**src/rtl/rrf_manager.sv**
```systemverilog
// Rename register file manager: per-entry busy/valid/data state, the free bitmap,
// result writeback, operand lookup with writeback bypass, and commit release.
module rrf_manager #(
    parameter int NUM_RRF = 8,
    parameter int TAG_W   = 3,
    parameter int DATA_W  = 16
) (
    input  logic                clk,
    input  logic                rst_n,
    input  logic                alloc0_en,
    input  logic [TAG_W-1:0]    alloc0_tag,
    input  logic                alloc1_en,
    input  logic [TAG_W-1:0]    alloc1_tag,
    input  logic                wb0_en,
    input  logic [TAG_W-1:0]    wb0_tag,
    input  logic [DATA_W-1:0]   wb0_data,
    input  logic                wb1_en,
    input  logic [TAG_W-1:0]    wb1_tag,
    input  logic [DATA_W-1:0]   wb1_data,
    input  logic [TAG_W-1:0]    rd0_tag,
    output logic [DATA_W-1:0]   rd0_data,
    output logic                rd0_ready,
    input  logic [TAG_W-1:0]    rd1_tag,
    output logic [DATA_W-1:0]   rd1_data,
    output logic                rd1_ready,
    input  logic                ret0_en,
    input  logic [TAG_W-1:0]    ret0_tag,
    output logic [DATA_W-1:0]   ret0_data,
    input  logic                ret1_en,
    input  logic [TAG_W-1:0]    ret1_tag,
    output logic [DATA_W-1:0]   ret1_data,
    input  logic                flush,
    output logic [0:NUM_RRF-1]  free_rrf,
    output logic [TAG_W:0]      free_count,
    output logic                rrf_full,
    output logic                err
);

    logic [NUM_RRF-1:0] r_busy, r_valid, w_busy_nxt, w_valid_nxt;
    logic [DATA_W-1:0]  r_data     [NUM_RRF];
    logic [DATA_W-1:0]  w_data_nxt [NUM_RRF];
    logic [TAG_W:0]     r_free_count, w_free_count_nxt;
    logic               r_full, r_err, w_err_set;

    // Protocol violations, all judged against pre-edge entry state.
    always_comb begin
        w_err_set = 1'b0;
        if (alloc0_en && r_busy[alloc0_tag]) w_err_set = 1'b1;
        if (alloc1_en && r_busy[alloc1_tag]) w_err_set = 1'b1;
        if (alloc0_en && alloc1_en && alloc0_tag == alloc1_tag) w_err_set = 1'b1;
        if (wb0_en && !r_busy[wb0_tag]) w_err_set = 1'b1;
        if (wb1_en && !r_busy[wb1_tag]) w_err_set = 1'b1;
        if (wb0_en && wb1_en && wb0_tag == wb1_tag) w_err_set = 1'b1;
        if (ret0_en && !r_valid[ret0_tag]) w_err_set = 1'b1;
        if (ret1_en && !r_valid[ret1_tag]) w_err_set = 1'b1;
        if (ret0_en && ret1_en && ret0_tag == ret1_tag) w_err_set = 1'b1;
    end

    // An ignored (illegal) request never blocks a lower-priority legal one.
    always_comb begin
        w_busy_nxt       = r_busy;
        w_valid_nxt      = r_valid;
        w_free_count_nxt = '0;
        for (int unsigned j = 0; j < NUM_RRF; j++) begin
            w_data_nxt[j] = r_data[j];
            if (flush) begin
                w_busy_nxt[j]  = 1'b0;
                w_valid_nxt[j] = 1'b0;
            end else if (r_valid[j] && ((ret0_en && ret0_tag == TAG_W'(j)) ||
                                        (ret1_en && ret1_tag == TAG_W'(j)))) begin
                w_busy_nxt[j]  = 1'b0;
                w_valid_nxt[j] = 1'b0;
            end else if (r_busy[j] && ((wb0_en && wb0_tag == TAG_W'(j)) ||
                                       (wb1_en && wb1_tag == TAG_W'(j)))) begin
                w_valid_nxt[j] = 1'b1;
                w_data_nxt[j]  = (wb1_en && wb1_tag == TAG_W'(j)) ? wb1_data : wb0_data;
            end else if (!r_busy[j] && ((alloc0_en && alloc0_tag == TAG_W'(j)) ||
                                        (alloc1_en && alloc1_tag == TAG_W'(j)))) begin
                w_busy_nxt[j] = 1'b1;
            end
            w_free_count_nxt = w_free_count_nxt + {{TAG_W{1'b0}}, ~w_busy_nxt[j]};
        end
    end

    always_ff @(posedge clk or negedge rst_n) begin
        if (!rst_n) begin
            r_busy       <= '0;
            r_valid      <= '0;
            r_free_count <= (TAG_W+1)'(NUM_RRF);
            r_full       <= 1'b0;
            r_err        <= 1'b0;
            for (int unsigned j = 0; j < NUM_RRF; j++) r_data[j] <= '0;
        end else begin
            r_busy       <= w_busy_nxt;
            r_valid      <= w_valid_nxt;
            r_free_count <= w_free_count_nxt;
            r_full       <= (w_free_count_nxt < (TAG_W+1)'(2));
            r_err        <= r_err | (w_err_set & ~flush);
            for (int unsigned j = 0; j < NUM_RRF; j++) r_data[j] <= w_data_nxt[j];
        end
    end

    always_comb begin
        for (int unsigned j = 0; j < NUM_RRF; j++) free_rrf[j] = ~r_busy[j];
    end

    assign free_count = r_free_count;
    assign rrf_full   = r_full;
    assign err        = r_err;
    assign ret0_data  = r_data[ret0_tag];
    assign ret1_data  = r_data[ret1_tag];

    // Writeback bypass: port 1 outranks port 0, then the stored entry.
    always_comb begin
        if (wb1_en && wb1_tag == rd0_tag) begin
            rd0_data = wb1_data;  rd0_ready = 1'b1;
        end else if (wb0_en && wb0_tag == rd0_tag) begin
            rd0_data = wb0_data;  rd0_ready = 1'b1;
        end else begin
            rd0_data = r_data[rd0_tag];  rd0_ready = r_valid[rd0_tag];
        end
        if (wb1_en && wb1_tag == rd1_tag) begin
            rd1_data = wb1_data;  rd1_ready = 1'b1;
        end else if (wb0_en && wb0_tag == rd1_tag) begin
            rd1_data = wb0_data;  rd1_ready = 1'b1;
        end else begin
            rd1_data = r_data[rd1_tag];  rd1_ready = r_valid[rd1_tag];
        end
    end

endmodule

```
**config.mk**
```make
export PLATFORM = sky130hd
export DESIGN_NAME = rrf_manager
export DESIGN_NICKNAME = d
export VERILOG_FILES = /design/src/rtl/rrf_manager.sv
export SDC_FILE = /design/constraint.sdc
export NUM_CORES = 1
export LEC_CHECK = 0
export CAP_MARGIN = 5
export CORE_ASPECT_RATIO = 1.5
export CORE_MARGIN = 4
export CORE_UTILIZATION = 58
export DETAILED_ROUTE_END_ITERATION = 16
export GPL_TIMING_DRIVEN = 0
export HOLD_SLACK_MARGIN = 0.12
export PLACE_DENSITY = 0.84
export RECOVER_POWER = 25
export SLEW_MARGIN = 10
export SYNTH_ARGS = -nofsm -noshare
export SYNTH_HDL_FRONTEND = slang
export SYNTH_SLANG_ARGS = --single-unit
export TNS_END_PERCENT = 50
```
**constraint.sdc**
```tcl
create_clock -name clk -period 4.3 [get_ports clk]
set_clock_uncertainty 0.2 [all_clocks]
set_input_delay 0.645 -clock clk [delete_from_list [all_inputs] [get_ports clk]]
set_output_delay 0.645 -clock clk [all_outputs]
set_load 0.05 [all_outputs]
```
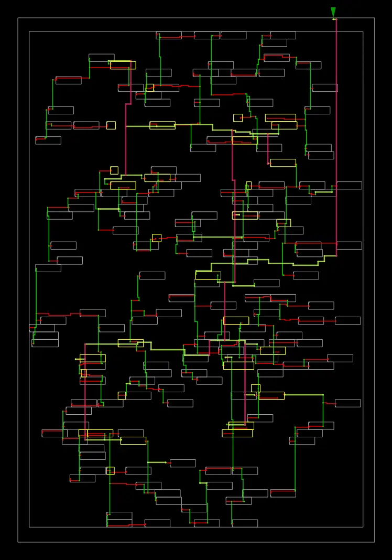
*Clock nets*
P_clk: 0.00163 W
CLK BUF: 18
insertion delay to the later sink of the worst-skew pair: 450 ps

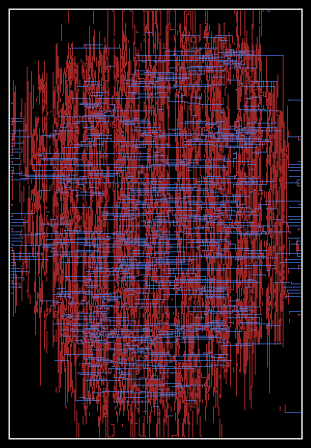
*Routed metal, one colour a layer*
Only two layers are drawn.
- blue: M3 (wire length 6,530 microns)
- red: M2 (wire length 23.7 mm)
GRT Total Usage: 41.76%
routed vias: 12,380
drt wl/cell: 31.25 microns
Post-Route WL: 50,970 microns

==> job_summary.md <==
### Flow metrics

| Metric | Value |
|---|---|
| Largest net degree at the start of global routing | `100` |
| Post-synth EDFFs | `0` |
| Vias in the first global route | `12,500` |
| Outcome | `finished with violations` |
| Buffer levels on the longest clock path | `2` |
| Final hold vios | `0` |
| Post-CTS Setup Repair Bufs | `24` |
| Row count | `66` |
| Total CTS buffers | `17` |
| Initial antenna violation count | `2` |
| Chip Area, Yosys | `12,800 sq um` |
| GP Congestion | `1.026` |
| Most Frequent Cell on Critical Path | `o21ai_0` |
| Crit path max-delay cell type | `buf_1` |
| Yosys cell types | `58` |
| Avg Cell Area, Syn | `10.71 sq um` |
| Routing usage on met3 | `12.56%` |
| Critical path startpoint category | `input port` |
| Final core area utilization | `69.74%` |
| Area leader share | `29.14%` |
| Worst Hold Path EP | `r_data[53]$_DFFE_PN0P_` |
| XOR-XNOR Cells, Area Fraction | `1.506%` |
| Setup TNS | `-574.9 ps` |
| Failing checks | `max-capacitance violations, max-slew violations, negative setup slack` |
| Syn_nets | `1,267` |
| Met3 wire len | `6531 microns` |
| Minimum clock period | `4451 ps` |
| Core Area | `21,720 sq um` |
| Mapped Area | `12,800 sq um` |
| Hold_ws | `348.2 ps` |
| Largest registers | `r_data (128), r_busy (8), r_valid (8)` |
| Pwr/cell area | `415.9 nW/um^2` |
| RSZ-0062 raised after global routing | `yes` |
| Most numerous logic cell after layout | `mux2i_1` |
| Final Max Slew Viols | `52` |
| Max reg flops | `128` |
| Yosys Instances | `1,195` |
| 1st-iter DRT viols | `2,124` |
| Cell total after placement | `1,568` |
| CP cell instances | `clkbuf_1 -> buf_1 -> mux4_2 -> mux2i_1 -> nand2_1 -> o21ai_0 -> o21ai_0 -> dlygate4sd2_1` |
| Hold Startpoint | `r_data[53]$_DFFE_PN0P_` |
| Largest Register | `r_data` |
| Peak VDD IR | `422.0 uV` |
| Fmax | `0.2247 GHz` |
| Crit Reg-Reg Endpoint | `rrf_full$_DFF_PN0_` |
| HPWL after DPL | `33,960 microns` |
| Setup WS post-layout | `-151.3 ps` |
| WL met1 | `15,620 microns` |
| Via-to-Cell Ratio | `7.593` |
| Non-filler cells, final | `1,631` |
| Total power | `0.006300 W` |
| CP peak stage delay | `850 ps` |
| Dominant combinational family | `multiplexers` |
| Worst hold path type | `flop to flop` |
| Post-route design area | `15,150 sq um` |
| R2r worst-path depth | `13` |
| CTS tree | `yes` |
| Max-cap violation count | `1` |
| WP depth | `8` |
| Period utilisation layout | `103.5%` |
| Slew HR | `-83.47%` |
| Endpoints failing setup | `12` |
| Area delta synth->final | `18.36%` |
| Hold depth | `2` |
| CP required | `3450 ps` |
| Critical Path End Type | `output port` |
| Worst setup endpoint | `rd1_data[14]` |
| Worst Path Buf+Inv | `3` |
| Asr flop ratio synth | `100.0%` |
| Post-DP Area | `14,170 sq um` |
| Area fraction in mux cells | `41.99%` |
==> worst min-delay path: stages (launching register included) <==
cell and delay (ps):
dfrtp_1 390, nand2_1 60, o21ai_0 60
==> area by class of cell <==
cell class                 instances  area, sq um  share of cell area [%]
clock inverter                    14        173.9                   1.148
multi-input combinational        886         8421                   55.59
tap                              272        340.3                   2.247
antenna                            2        5.005                 0.03304
clock buffer                      18        439.2                   2.899
inverter                          26        97.59                  0.6443
timing repair buffer             130         1219                   8.046
sequential                       150         3755                   24.79
buffer                           133        696.9                   4.601
==> report_power, final <==
part | internal, W | switching [W] | leakage (nW)
registers | 0.00168 | 0.000334 | 1.97
clock network | 0.000934 | 0.000694 | 0.290
logic | 0.00111 | 0.00155 | 4.49
No activity file was given, so power comes from the tool's default toggle rates.
